cell_classes.png
Scale: 4 px per um.
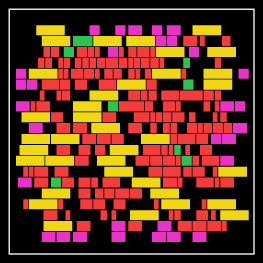
metal_stack.png
Scale: 6 px per um. Two of the layers only.
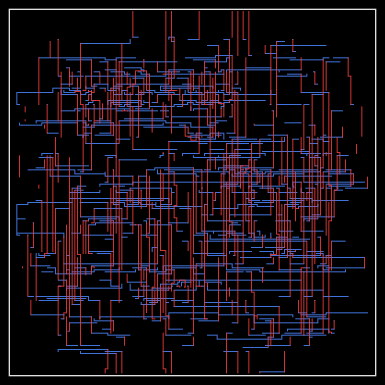
final_placement.png
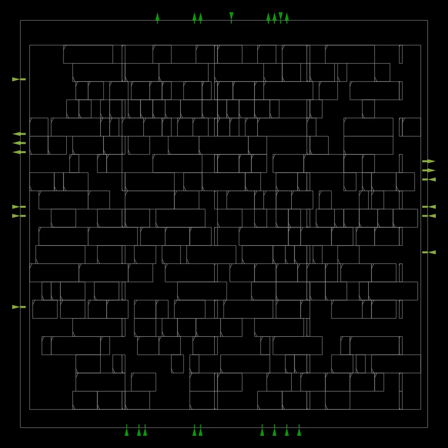
registers.png
Scale: 10 px per um. Other sequential cells in the stronger gray, the rest of the logic in the fainter gray.
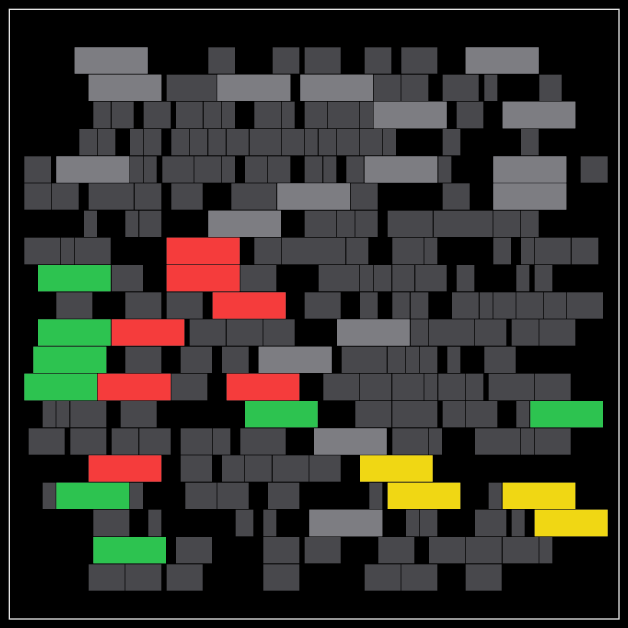
==> config.mk <==
export PLATFORM = sky130hd
export DESIGN_NAME = seq_detector_param_flat
export DESIGN_NICKNAME = d
export VERILOG_FILES = /design/src/rtl/seq_detector_param_if.sv /design/src/rtl/seq_detector_param.sv /design/src/flat_wrapper.sv
export SDC_FILE = /design/constraint.sdc
export NUM_CORES = 1
export LEC_CHECK = 0
export ABC_AREA = 0
export CORE_UTILIZATION = 52
export DETAILED_ROUTE_END_ITERATION = 16
export PLACE_DENSITY = 0.76
export SLEW_MARGIN = 10
export SYNTH_ARGS = -nofsm -noshare
export SYNTH_HDL_FRONTEND = slang
export SYNTH_SLANG_ARGS = --single-unit
==> constraint.sdc <==
create_clock -name clk -period 3.15 [get_ports clk]
set_input_delay 0.63 -clock clk [delete_from_list [all_inputs] [get_ports clk]]
set_output_delay 0.63 -clock clk [all_outputs]
set_load 0.1 [all_outputs]
==> notes.md <==
Synthesis and place-and-route results.

- dfxtp_1 is the most common cell in the netlist.
- For this run the detailed placement stage logged an HPWL of 2970 um.
- Clock tree synthesis found a total of 36 sinks.
- The synthesized design devotes to its leading area cell type 40.1% of total area.
- In the finished design, the share of the clock period the worst path needs comes to 92.5%.
- The overall power of the completed layout is 863 uW.
- The I/O pin total is 30.
- Clock cells make up 2.84% of the layout cell area.
- Nets still carrying antenna violations after routing amount to 0.
- Non-clock buffers make up 12.8% of the layout cell area.
- The die extent in y is 60.8 um.
- Before any placement, the netlist area is recorded as 1800 um^2.
- The largest driver fanout on the critical path is 10.
- The tree is rooted in a clkbuf_4.
- The max-cap check violation count is 0.
- The leakage power total is 0.829 nW.
- The layout summary lists the proportion of cells stronger than drive strength 1 as 12.1%.
- The post-synth tally of flip-flops with integrated enable is 0.
- The worst endpoint required time is 3.44 ns.
- The synthesized instance count is 192.
- The count of state elements after synthesis is 36.
- The post-cts hold buffer count is 0.
- The flow ran to the end, and the final reports show no timing, DRC or antenna violations.
- The worst setup path is launched from a flop.
- Ranked by instance count, the synthesized netlist is headed by 36 x dfxtp_1, 21 x nor2_1, 13 x mux2i_1.
- From left edge to right edge, the die measures 60.8 um.
- Measured in cells, the most critical reg-to-reg path has a length of 11.
- The routability congestion estimate from global placement is 0.861.
- The iteration count of the initial detailed-routing pass is 6.
- In the Yosys report the total cell count is 192.
- The maximum number of pins on one net before global-route repair is 22.
- Looking at the clock tree report, the H-tree level count equals 2.
-- cell_classes.png (at the start) --
[all other logic] red | cells: 149 | share of their area: 50%
[other buffers and delay cells] magenta | cells: 31 | share of their area: 13%
[clock drivers and dummy loads] green | cells: 8 | share of their area: 2.9%
[flip-flops] yellow | cells: 36 | share of their area: 34%
Core ar.: 3180 um^2
register share of the cell area: 33.3%

-- metal_stack.png (at the start) --
[met1] blue | wire length: 1770 um
[met2] red | wire length: 1930 um
mean routed wirelength per cell: 14.7 um
wire length after detailed routing: 3950 um
Vias: 1535
all-layer global routing usage: 24.6%

-- final_placement.png (at the start) --
number of placement rows: 20
Tap Count: 44
sequential cells: 36
number of fill cells: 254
Util after Layout: 68.0%

-- registers.png (at the start) --
[u_core.pat_q] green | placed flops: 8
[u_core.hist_q] red | placed flops: 7
[u_core.len_q] yellow | placed flops: 4 | where: south-east
Reg area: 721 um^2
power dissipated in sequential cells: 484 uW

## power breakdown
part,total (mW),internal [mW],leakage (nW),switching [mW]
logic,0.116,0.0558,0.498,0.0604
clock network,0.263,0.106,0.0380,0.157
registers,0.484,0.468,0.293,0.0154
total,0.863,0.630,0.829,0.233
## layout by cell type, fill, tap and decap left out, types with 3 or more instances in the layout
cell              n
a211oi_1          3
a21oi_1           9
a31oi_1           4
a32o_1           10
buf_4            13
clkbuf_4          5
clkdlybuf4s50_1  18
dfxtp_1          36
ha_1              8
inv_1             9
mux2i_1          13
nand2_1           7
nand3_1           4
nor2_1           21
nor3_1            8
o21ai_1           4
or4_1             3
xnor2_1          12
xor2_1            4
## per-stage QoR
step           std cells  instance area (um^2)  setup slack (ns)  util [%]
2_1_floorplan        192                  1800             0.571         -
3_3_place_gp         260                  2100             0.320      66.1
3_5_place_dp         260                  2100             0.227      66.1
4_1_cts              268                  2160             0.260      68.0
5_1_grt              268                  2160            0.0440      68.0
6_report             268                  2160             0.237      68.0
## worst max-delay path, stage by stage (launching register included)
cell       delay (ns)
dfxtp_1          0.44
inv_1            0.11
ha_1             0.21
and3b_1          0.21
xnor2_1          0.20
ha_1             0.27
nand2b_1         0.14
a2111oi_0        0.41
and4bb_4         0.28
and2_1           0.26
nand2_4          0.17
a32o_1           0.17
## metal layers
metal / global-route usage [%] / share of wire, % / up-vias
met3: 5.54 / 5.4 / 7
met2: 41.8 / 49 / 39
li1: - / - / 770
met4: 10.1 / 1.1 / 0
met5: 0 / 0 / -
met1: 30.1 / 45 / 719
## cell families (layout without fill, tap and decap cells)
group,after synthesis,count (layout),share of synthesized area (%)
fa+ha+maj,8,8,5.56
buf+inv,16,48,3.62
flops,36,36,40.1
xor+xnor,16,16,7.79
compound gates,42,42,17.2
mux,13,13,7.23
simple gates,61,61,18.5
No activity file was given, so power comes from the tool's default toggle rates.
